`config.mk`:
```
export PLATFORM = sky130hd
export DESIGN_NAME = key_conditioner
export DESIGN_NICKNAME = d
export VERILOG_FILES = /design/src/rtl/key_conditioner.sv
export SDC_FILE = /design/constraint.sdc
export NUM_CORES = 1
export LEC_CHECK = 0
export CAP_MARGIN = 20
export CORE_UTILIZATION = 45
export CTS_BUF_LIST = sky130_fd_sc_hd__clkbuf_8
export CTS_CLUSTER_DIAMETER = 50
export DETAILED_ROUTE_END_ITERATION = 16
export HOLD_SLACK_MARGIN = 0.05
export PLACE_DENSITY = 0.64
export SYNTH_ARGS = -nofsm -noshare
export SYNTH_HDL_FRONTEND = slang
export SYNTH_SLANG_ARGS = --single-unit
```
`constraint.sdc`:
```
create_clock -name CLOCK_50 -period 3.16 [get_ports CLOCK_50]
set_input_delay 0.632 -clock CLOCK_50 [delete_from_list [all_inputs] [get_ports CLOCK_50]]
set_output_delay 0.632 -clock CLOCK_50 [all_outputs]
set_load 0.01 [all_outputs]
```
`src/rtl/key_conditioner.sv`:
```
// Synchronises and debounces active-low push-buttons; per key it emits a clean
// level plus single-cycle press, release and long-hold pulses.
//
// state        | meaning
// -------------+--------------------------------------------------------------
// IDLE         | key released and stable
// PRESS_WAIT   | key seen pressed, counting stable cycles before accepting
// PRESSED      | press accepted; hold counter running
// RELEASE_WAIT | key seen released, counting stable cycles; hold count frozen
module key_conditioner #(
  parameter int N_KEYS          = 2,
  parameter int DEBOUNCE_CYCLES = 1_000_000,
  parameter int HOLD_CYCLES     = 50_000_000
) (
  input  logic              CLOCK_50,
  input  logic              RST,
  input  logic [N_KEYS-1:0] KEY,
  output logic [N_KEYS-1:0] key_level,
  output logic [N_KEYS-1:0] key_press,
  output logic [N_KEYS-1:0] key_release,
  output logic [N_KEYS-1:0] key_hold
);

  localparam logic [1:0] ST_IDLE         = 2'd0;
  localparam logic [1:0] ST_PRESS_WAIT   = 2'd1;
  localparam logic [1:0] ST_PRESSED      = 2'd2;
  localparam logic [1:0] ST_RELEASE_WAIT = 2'd3;

  localparam logic [19:0] DB_LAST   = 20'(DEBOUNCE_CYCLES - 1);
  localparam logic [25:0] HOLD_MAX  = 26'(HOLD_CYCLES);
  localparam bit          HOLD_EN   = (HOLD_CYCLES != 0);
  localparam logic [25:0] HOLD_LAST = HOLD_EN ? 26'(HOLD_CYCLES - 1) : 26'd0;

  for (genvar i = 0; i < N_KEYS; i++) begin : g_ch
    logic [1:0]  sync_q;
    logic [1:0]  state_q,    state_d;
    logic [19:0] db_cnt_q,   db_cnt_d;
    logic [25:0] hold_cnt_q, hold_cnt_d;
    logic        level_q,    level_d;
    logic        press_q,    press_d;
    logic        release_q,  release_d;
    logic        hold_q,     hold_d;
    logic        s;

    assign s = sync_q[1];

    always_comb begin
      state_d    = state_q;
      db_cnt_d   = db_cnt_q;
      hold_cnt_d = hold_cnt_q;
      press_d    = 1'b0;
      release_d  = 1'b0;
      hold_d     = 1'b0;
      case (state_q)
        ST_IDLE: begin
          if (s) begin
            state_d  = ST_PRESS_WAIT;
            db_cnt_d = '0;
          end
        end
        ST_PRESS_WAIT: begin
          if (!s) begin
            state_d = ST_IDLE;
          end else if (db_cnt_q == DB_LAST) begin
            state_d = ST_PRESSED;
            press_d = 1'b1;
          end else begin
            db_cnt_d = db_cnt_q + 20'd1;
          end
        end
        ST_PRESSED: begin
          if (!s) begin
            state_d  = ST_RELEASE_WAIT;
            db_cnt_d = '0;
          end else begin
            // Saturation at HOLD_MAX is what keeps the hold pulse to one per press.
            if (hold_cnt_q != HOLD_MAX) hold_cnt_d = hold_cnt_q + 26'd1;
            if (HOLD_EN && (hold_cnt_q == HOLD_LAST)) hold_d = 1'b1;
          end
        end
        ST_RELEASE_WAIT: begin
          if (s) begin
            state_d = ST_PRESSED;
          end else if (db_cnt_q == DB_LAST) begin
            state_d    = ST_IDLE;
            release_d  = 1'b1;
            hold_cnt_d = '0;
          end else begin
            db_cnt_d = db_cnt_q + 20'd1;
          end
        end
        default: state_d = ST_IDLE;
      endcase
      level_d = (state_d == ST_PRESSED) || (state_d == ST_RELEASE_WAIT);
    end

    always_ff @(posedge CLOCK_50) begin
      if (RST) begin
        sync_q     <= 2'b00;
        state_q    <= ST_IDLE;
        db_cnt_q   <= '0;
        hold_cnt_q <= '0;
        level_q    <= 1'b0;
        press_q    <= 1'b0;
        release_q  <= 1'b0;
        hold_q     <= 1'b0;
      end else begin
        sync_q     <= {sync_q[0], ~KEY[i]};
        state_q    <= state_d;
        db_cnt_q   <= db_cnt_d;
        hold_cnt_q <= hold_cnt_d;
        level_q    <= level_d;
        press_q    <= press_d;
        release_q  <= release_d;
        hold_q     <= hold_d;
      end
    end

    assign key_level[i]   = level_q;
    assign key_press[i]   = press_q;
    assign key_release[i] = release_q;
    assign key_hold[i]    = hold_q;
  end

endmodule

```
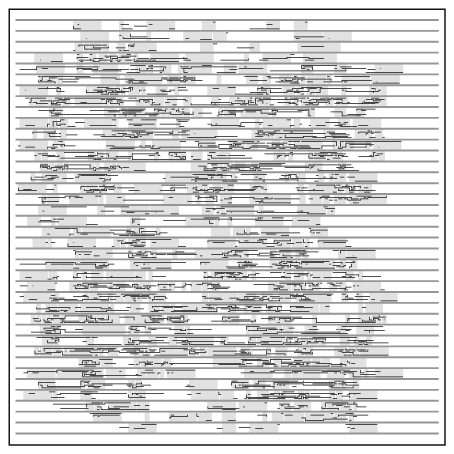
Fig. 1. Met1 routing (run 1).
(4 px per um) Supply wires on this layer in grey.
575 nets have wire on it. The layer carries 4840 um of wire. The layer holds 48% of the routed length. The longest straight run is 26.7 um.

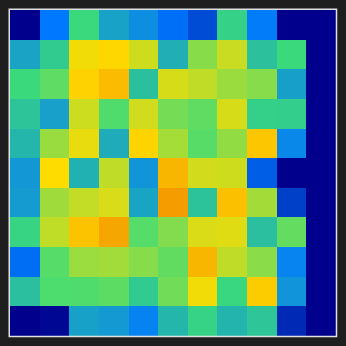
Fig. 2. Placement density heat map (run 1).
(3 px per um) The die is cut into 11 by 11 equal tiles; dark blue is low, red is high, 0 to 100% covered.
The densest ninth of the die: centre. The fullest tile reaches 82%. The mean over all tiles is 46%. 13% of the tiles are nearly empty.

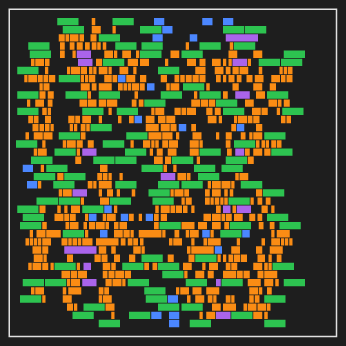
Fig. 3. Cells coloured by class (run 1).
(3 px per um)
Key: remaining buffers and delay cells = blue [cells 25, share of their area 4.0%]; clock drivers and dummy loads = purple [cells 16, share of their area 4.2%]; remaining logic cells = orange [cells 462, share of their area 52%]; sequential cells = green [cells 107, share of their area 40%]
num rows: 38
sequential portion of the cell area: 0.384
fin area: 5570 sq um
fin util: 0.510
core area: 10900 sq um

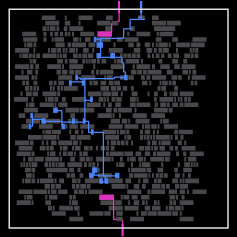
Fig. 4. Nets reached from selected ports (run 1).
(2 px per um)
Key: `key_release` = magenta [direction output, edge 1 north, 1 south, end cells 2, buffers 2, wire 24.8 um]; `RST` = blue [direction input, edge north, end cells 22, buffers 2, wire 235 um]
# IOs: 12
I/O Buffers: 11

-- run 1: routing by layer --
metal | wire length, um | up-vias
met1 | 4840 | 1949
met3 | 242 | 16
met2 | 4780 | 40
li1 | - | 2099
met5 | 0 | -
met4 | 211 | 0
-- run 1: synthesized netlist by cell type, types with 2 or more instances --
| library cell | number |
|---|---|
| dfxtp_1 | 107 |
| nor2_1 | 92 |
| nand2_1 | 50 |
| xnor2_1 | 39 |
| xor2_1 | 38 |
| nand3_1 | 29 |
| nand4_1 | 27 |
| nor3_1 | 22 |
| a21oi_1 | 18 |
| clkbuf_1 | 18 |
| o21ai_0 | 17 |
| inv_1 | 16 |
| nor4_1 | 14 |
| or3_1 | 13 |
| and3_1 | 11 |
| buf_4 | 8 |
| nor4b_1 | 8 |
| nor4_2 | 7 |
| ha_1 | 6 |
| and4_1 | 5 |
| nor2b_1 | 5 |
| o2111ai_1 | 5 |
| nand4b_1 | 4 |
| buf_2 | 3 |
| nand3b_1 | 3 |
| or2_2 | 3 |
| a22oi_1 | 2 |
| and2_1 | 2 |
| mux2i_1 | 2 |
| nand2b_1 | 2 |
| nor3b_1 | 2 |
| o211ai_1 | 2 |
| or4_1 | 2 |
| or4b_2 | 2 |
-- run 1: power by group through the flow --
stage          sequential (mW)  combinational [mW]  clock (mW)
5_1_grt                   1.35              0.0552        1.01
3_5_place_dp              1.39              0.0507           0
4_1_cts                   1.35              0.0508       0.969
2_1_floorplan             1.38              0.0341           0
6_report                  1.35              0.0500       0.942
3_3_place_gp              1.39              0.0501           0
-- run 1: final cells by class --
cell class                      instances  area [sq um]
Multi-Input combinational cell        446          2760
Inverter                               16          60.1
Clock inverter                          6          88.8
Timing Repair Buffer                   25           215
Clock buffer                           10           138
Fill cell                            1047          5360
Tap cell                              140           175
Sequential cell                       107          2140
==> results.sh, run 1 <==
# physical design summary
export IMPL_status="complete, no violations"
export IMPL_regToRegSetupSlack_ps=520
export IMPL_finalHoldViolations=0
export IMPL_critical_path_class="flop to flop"
export IMPL_top_cell_area_share=0.419
export IMPL_slew_headroom=0.521
export IMPL_area_growth_pct=9.06
export IMPL_initCoreUtil=0.467
export IMPL_cts_tree="done"
export IMPL_p_leak_nw=1.76
export IMPL_synth_simple_area_share=0.323
export IMPL_drv_slew=0
export IMPL_switchingPower_mw=0.514
export IMPL_synthArstFlopShare=0
export IMPL_period_needed_ps=2640
export IMPL_seq_power_share=0.577
export IMPL_num_vias=4104
export IMPL_path_max_fanout=13
export IMPL_die_h_um=109
export IMPL_synth_xor_area_share=0.132
export IMPL_setup_worst_path_end="g_ch[1].hold_cnt_q[4]"
export IMPL_drt_pass1_iterations=4
export IMPL_max_cap_viol_count=0
export IMPL_ir_worst_vdd_v=0.000240
export IMPL_globalplace_congestion=0.805
export IMPL_cp_arrival_ps=2920
export IMPL_synthTopLogicFamily="simple AND/OR/NAND/NOR gates"
export IMPL_finalSetupTns_ps=0
export IMPL_syn_instance_count=599
export IMPL_crit_cells=7
export IMPL_p_int_mw=1.83
export IMPL_grt_max_degree=27
export IMPL_layout_nets=615
export IMPL_hold_end="g_ch[1].sync_q[1]"
export IMPL_slowest_delay_ps=600
export IMPL_insertion_delay_ps=390
export IMPL_hp_class="flop to flop"
export IMPL_finClkSkew_ps=9.22
export IMPL_top_register="g_ch.hold_cnt_q"
export IMPL_ys_seq_elements=107
export IMPL_totalWireLength_mm=10.1
export IMPL_grt_use_met3=0.0271
export IMPL_placed_area_sq_um=5350
export IMPL_syn_area_sq_um=5110
export IMPL_place_inst=734
export IMPL_yosysChipArea_sq_um=5110
export IMPL_path_cells="or4b_1 > nor4_4 > a31oi_4 > buf_4 > nor4b_1 > xnor2_1 > nor2_1"
export IMPL_adder_share=0.0147
export IMPL_path_buffers=1
export IMPL_warnings=28
export IMPL_timing_rr_end="g_ch[1].hold_cnt_q[4]"
export IMPL_hold_ws_ps=443
export IMPL_critical_path_top_delay_family="simple AND/OR/NAND/NOR gates"
export IMPL_cp_slowest_cell="or4b_1"
export IMPL_route_detailed_drc=0
export IMPL_final_layout_top_logic_cells="dfxtp_1, nor2_1, nand2_1, xnor2_1, xor2_1"
export IMPL_postSynthSeqShare=0.419
export IMPL_fin_ws_ps=517
export IMPL_dieArea_sq_um=11800
export IMPL_cellPowerDensity_nw_per_um2=421
export IMPL_numCtsBuffers=9
export IMPL_vias_per_cell=5.47
export IMPL_drt_iter0_drc=143
export IMPL_largest_reg_flops=52
export IMPL_totalPowerFinal_mw=2.35
export IMPL_wire_per_inst_um=13.4
export IMPL_synth_stat_cells=599
export IMPL_grt_ovfl_total=0
export IMPL_muxShareOfSynthArea=0.00392
export IMPL_timing_final_crit_share=0.836
export IMPL_edf_count=0
export IMPL_p_sw_frac=0.219
export IMPL_postCtsSetupBuffers=0
export IMPL_postCtsResizedCells=0
export IMPL_drive_gt1_frac=0.0787
export IMPL_min_from="g_ch[1].sync_q[0]"
export IMPL_startpoint="g_ch[1].db_cnt_q[6]"
export IMPL_lay_top_count="dfxtp_1"
export IMPL_avgSynthCellArea_sq_um=8.53
export IMPL_worst_pin_slew_ps=715
export IMPL_reg2reg_from="g_ch[1].db_cnt_q[6]"
export IMPL_use_met1=0.239
export IMPL_synth_compound_area_share=0.0654
export IMPL_synth_area_top_cells="dfxtp_1, nor2_1, xnor2_1"
export IMPL_rr_worst_depth=7
export IMPL_grt_pass1_vias=3877
export IMPL_critPathCaptureType="flop"
export IMPL_reg_largest_list="g_ch.hold_cnt_q x52, g_ch.db_cnt_q x40, g_ch.sync_q x4"
export IMPL_rsz0062_at_grt="no"
export IMPL_ant_nets=0
export IMPL_ff_type="dfxtp_1"
export IMPL_worst_setup_path_start_kind="flop"
export IMPL_cts_buffer_depth=2
export IMPL_synth_top_cell_by_area="dfxtp_1"
export IMPL_power_frac_clock=0.401
export IMPL_finalSetupViolCount=0
export IMPL_antenna_cells=0
export IMPL_power_frac_comb=0.021
export IMPL_max_freq_ghz=0.378
export IMPL_postCtsHoldBufs=0
export IMPL_grt_pass1_wl_mm=17.4
export IMPL_grtUsageMet2=0.302
export IMPL_antenna_found_initial=0
export IMPL_htreeDepth=3
export IMPL_grt_busiest_layer="met2"
export IMPL_place_ws_ps=528
export IMPL_hpwl_mm=6.90
export IMPL_synth_warning_count=0
export IMPL_hold_depth=1
export IMPL_root_buffer="clkbuf_8"
export IMPL_synth_nets=609
export IMPL_synth_distinct_cells=49
export IMPL_grt_usage=0.185
export IMPL_required_ps=3440
export IMPL_fin_cells=750
--- run 2 (diff from run 1) ---
Settings changed: PLACE_DENSITY 0.64 to 0.66.
Clock period 3.16 ns to 2.3 ns, I/O delays scaled along.
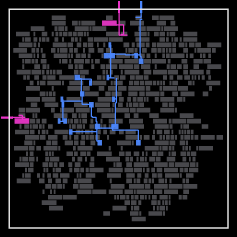
Fig. 5. Nets reached from selected ports (run 2).
(2 px per um)
Key: `key_release` = magenta [direction output, edge 1 north, 1 west, end cells 2, buffers 2, wire 40.6 um]; `RST` = blue [direction input, edge north, end cells 22, buffers 2, wire 212 um]

==> results.sh, run 2 <==
# physical design summary
export IMPL_status="complete, no violations"
export IMPL_die_h_um=109
export IMPL_synthArstFlopShare=0
export IMPL_antenna_found_initial=0
export IMPL_hold_depth=1
export IMPL_power_frac_comb=0.028
export IMPL_slowest_delay_ps=560
export IMPL_top_register="g_ch.hold_cnt_q"
export IMPL_regToRegSetupSlack_ps=30
export IMPL_rsz0062_at_grt="yes"
export IMPL_worst_setup_path_start_kind="flop"
export IMPL_seq_power_share=0.609
export IMPL_grt_usage=0.190
export IMPL_switchingPower_mw=0.757
export IMPL_area_growth_pct=18.6
export IMPL_crit_cells=7
export IMPL_reg_largest_list="g_ch.hold_cnt_q x52, g_ch.db_cnt_q x40, g_ch.sync_q x4"
export IMPL_critical_path_class="flop to flop"
export IMPL_dieArea_sq_um=11800
export IMPL_grt_pass1_wl_mm=17.8
export IMPL_htreeDepth=3
export IMPL_power_leader="sequential cells"
export IMPL_edf_count=0
export IMPL_fillers=1001
export IMPL_grt_ovfl_total=0
export IMPL_route_detailed_drc=0
export IMPL_drt_pass1_iterations=4
export IMPL_final_layout_top_logic_cells="dfxtp_1, nor2_1, buf_4, nand2_1, xnor2_1"
export IMPL_reg2reg_from="g_ch[1].db_cnt_q[8]"
export IMPL_cp_slowest_cell="or4b_4"
export IMPL_power_frac_clock=0.364
export IMPL_rr_worst_depth=7
export IMPL_hp_class="flop to flop"
export IMPL_largest_reg_flops=52
export IMPL_p_int_mw=2.30
export IMPL_fin_cells=794
export IMPL_place_inst=773
export IMPL_p_comb_mw=0.0848
export IMPL_wire_per_inst_um=13.2
export IMPL_synth_top_cell_by_area="dfxtp_1"
export IMPL_hold_ws_ps=448
export IMPL_synth_stat_cells=599
export IMPL_root_buffer="clkbuf_8"
export IMPL_max_freq_ghz=0.440
export IMPL_avgSynthCellArea_sq_um=8.53
export IMPL_finClkSkew_ps=12.3
export IMPL_timing_final_crit_share=0.987
export IMPL_grt_pass1_vias=4109
export IMPL_p_sw_frac=0.248
export IMPL_ir_worst_vdd_v=0.000518
export IMPL_min_from="g_ch[0].sync_q[0]"
export IMPL_top_cells_by_count="dfxtp_1, nor2_1, nand2_1, xnor2_1, xor2_1"
export IMPL_postCtsHoldBufs=0
export IMPL_io_buffer_count=11
export IMPL_layout_nets=659
export IMPL_antenna_cells=0
export IMPL_numCtsBuffers=9
export IMPL_period_needed_ps=2270
export IMPL_core_rowCount=38
export IMPL_vias_per_cell=5.35
export IMPL_ys_seq_elements=107
export IMPL_totalWireLength_mm=10.5
export IMPL_cts_buffer_depth=2
export IMPL_clk_power_mw=1.11
export IMPL_yosysChipArea_sq_um=5110
export IMPL_synth_warning_count=0
export IMPL_path_buffers=1
export IMPL_path_cells="or4b_4 > nor4_4 > a31oi_4 > buf_4 > nor4_2 > xnor2_1 > nor2_1"
export IMPL_core_area_sq_um=10900
export IMPL_yosysMostFrequentCell="dfxtp_1"
export IMPL_cts_tree="done"
export IMPL_drt_iter0_drc=179
export IMPL_ff_type="dfxtp_1"
export IMPL_syn_area_sq_um=5110
export IMPL_max_cap_viol_count=0
export IMPL_critical_path_top_delay_family="simple AND/OR/NAND/NOR gates"
export IMPL_postSynthSeqShare=0.419
export IMPL_warnings=29
export IMPL_slew_headroom=0.333
export IMPL_finalSetupViolCount=0
export IMPL_synth_nets=609
export IMPL_syn_instance_count=599
## run 2: metrics by stage
step	power [mW]	worst slack [ps]	area (sq um)	setup TNS [ps]
2_1_floorplan	1.95	5.82	5120	0
3_3_place_gp	1.99	-13.8	5680	-25.4
3_5_place_dp	1.99	-120	5680	-1050
4_1_cts	3.11	17.4	5930	0
5_1_grt	3.18	-29.8	6060	-87.7
6_report	3.06	28.8	6060	0
## run 2: cell type report
cell class,instances,area (sq um),area share
Multi-Input combinational cell,446,2900,0.478
Sequential cell,107,2150,0.354
Timing Repair Buffer,69,594,0.0980
Tap cell,140,175,0.0289
Clock buffer,9,124,0.0204
Clock inverter,7,61.3,0.0101
Inverter,16,60.1,0.00991
## run 2: metal layers
layer / wire length (um) / track usage / part of all wire / up-vias
li1: - / - / - / 2184
met1: 4980 / 0.231 / 0.47 / 1996
met2: 5050 / 0.326 / 0.48 / 56
met3: 347 / 0.0542 / 0.033 / 10
met4: 106 / 0.0502 / 0.010 / 0
met5: 0 / 0 / 0 / -
## run 2: kinds of logic (layout without fill, tap and decap cells)
group | Yosys count | after routing | share of synthesized area
multiplexers | 2 | 2 | 0.00392
adder cells (fa/ha/maj) | 6 | 6 | 0.0147
buffers and inverters | 46 | 101 | 0.0419
XOR/XNOR | 77 | 77 | 0.132
flip-flops | 107 | 107 | 0.419
AND/OR/NAND/NOR | 309 | 309 | 0.323
AND-OR/OR-AND | 52 | 52 | 0.0654
## run 2: timing repair
item,CTS,global route
endpoints found under the setup margin,27,35
pin swaps,7,13
gates resized,8,28
cloned,0,0
buffers inserted,1,4
Power figures rest on the tool's default switching activity, not on a simulated workload.
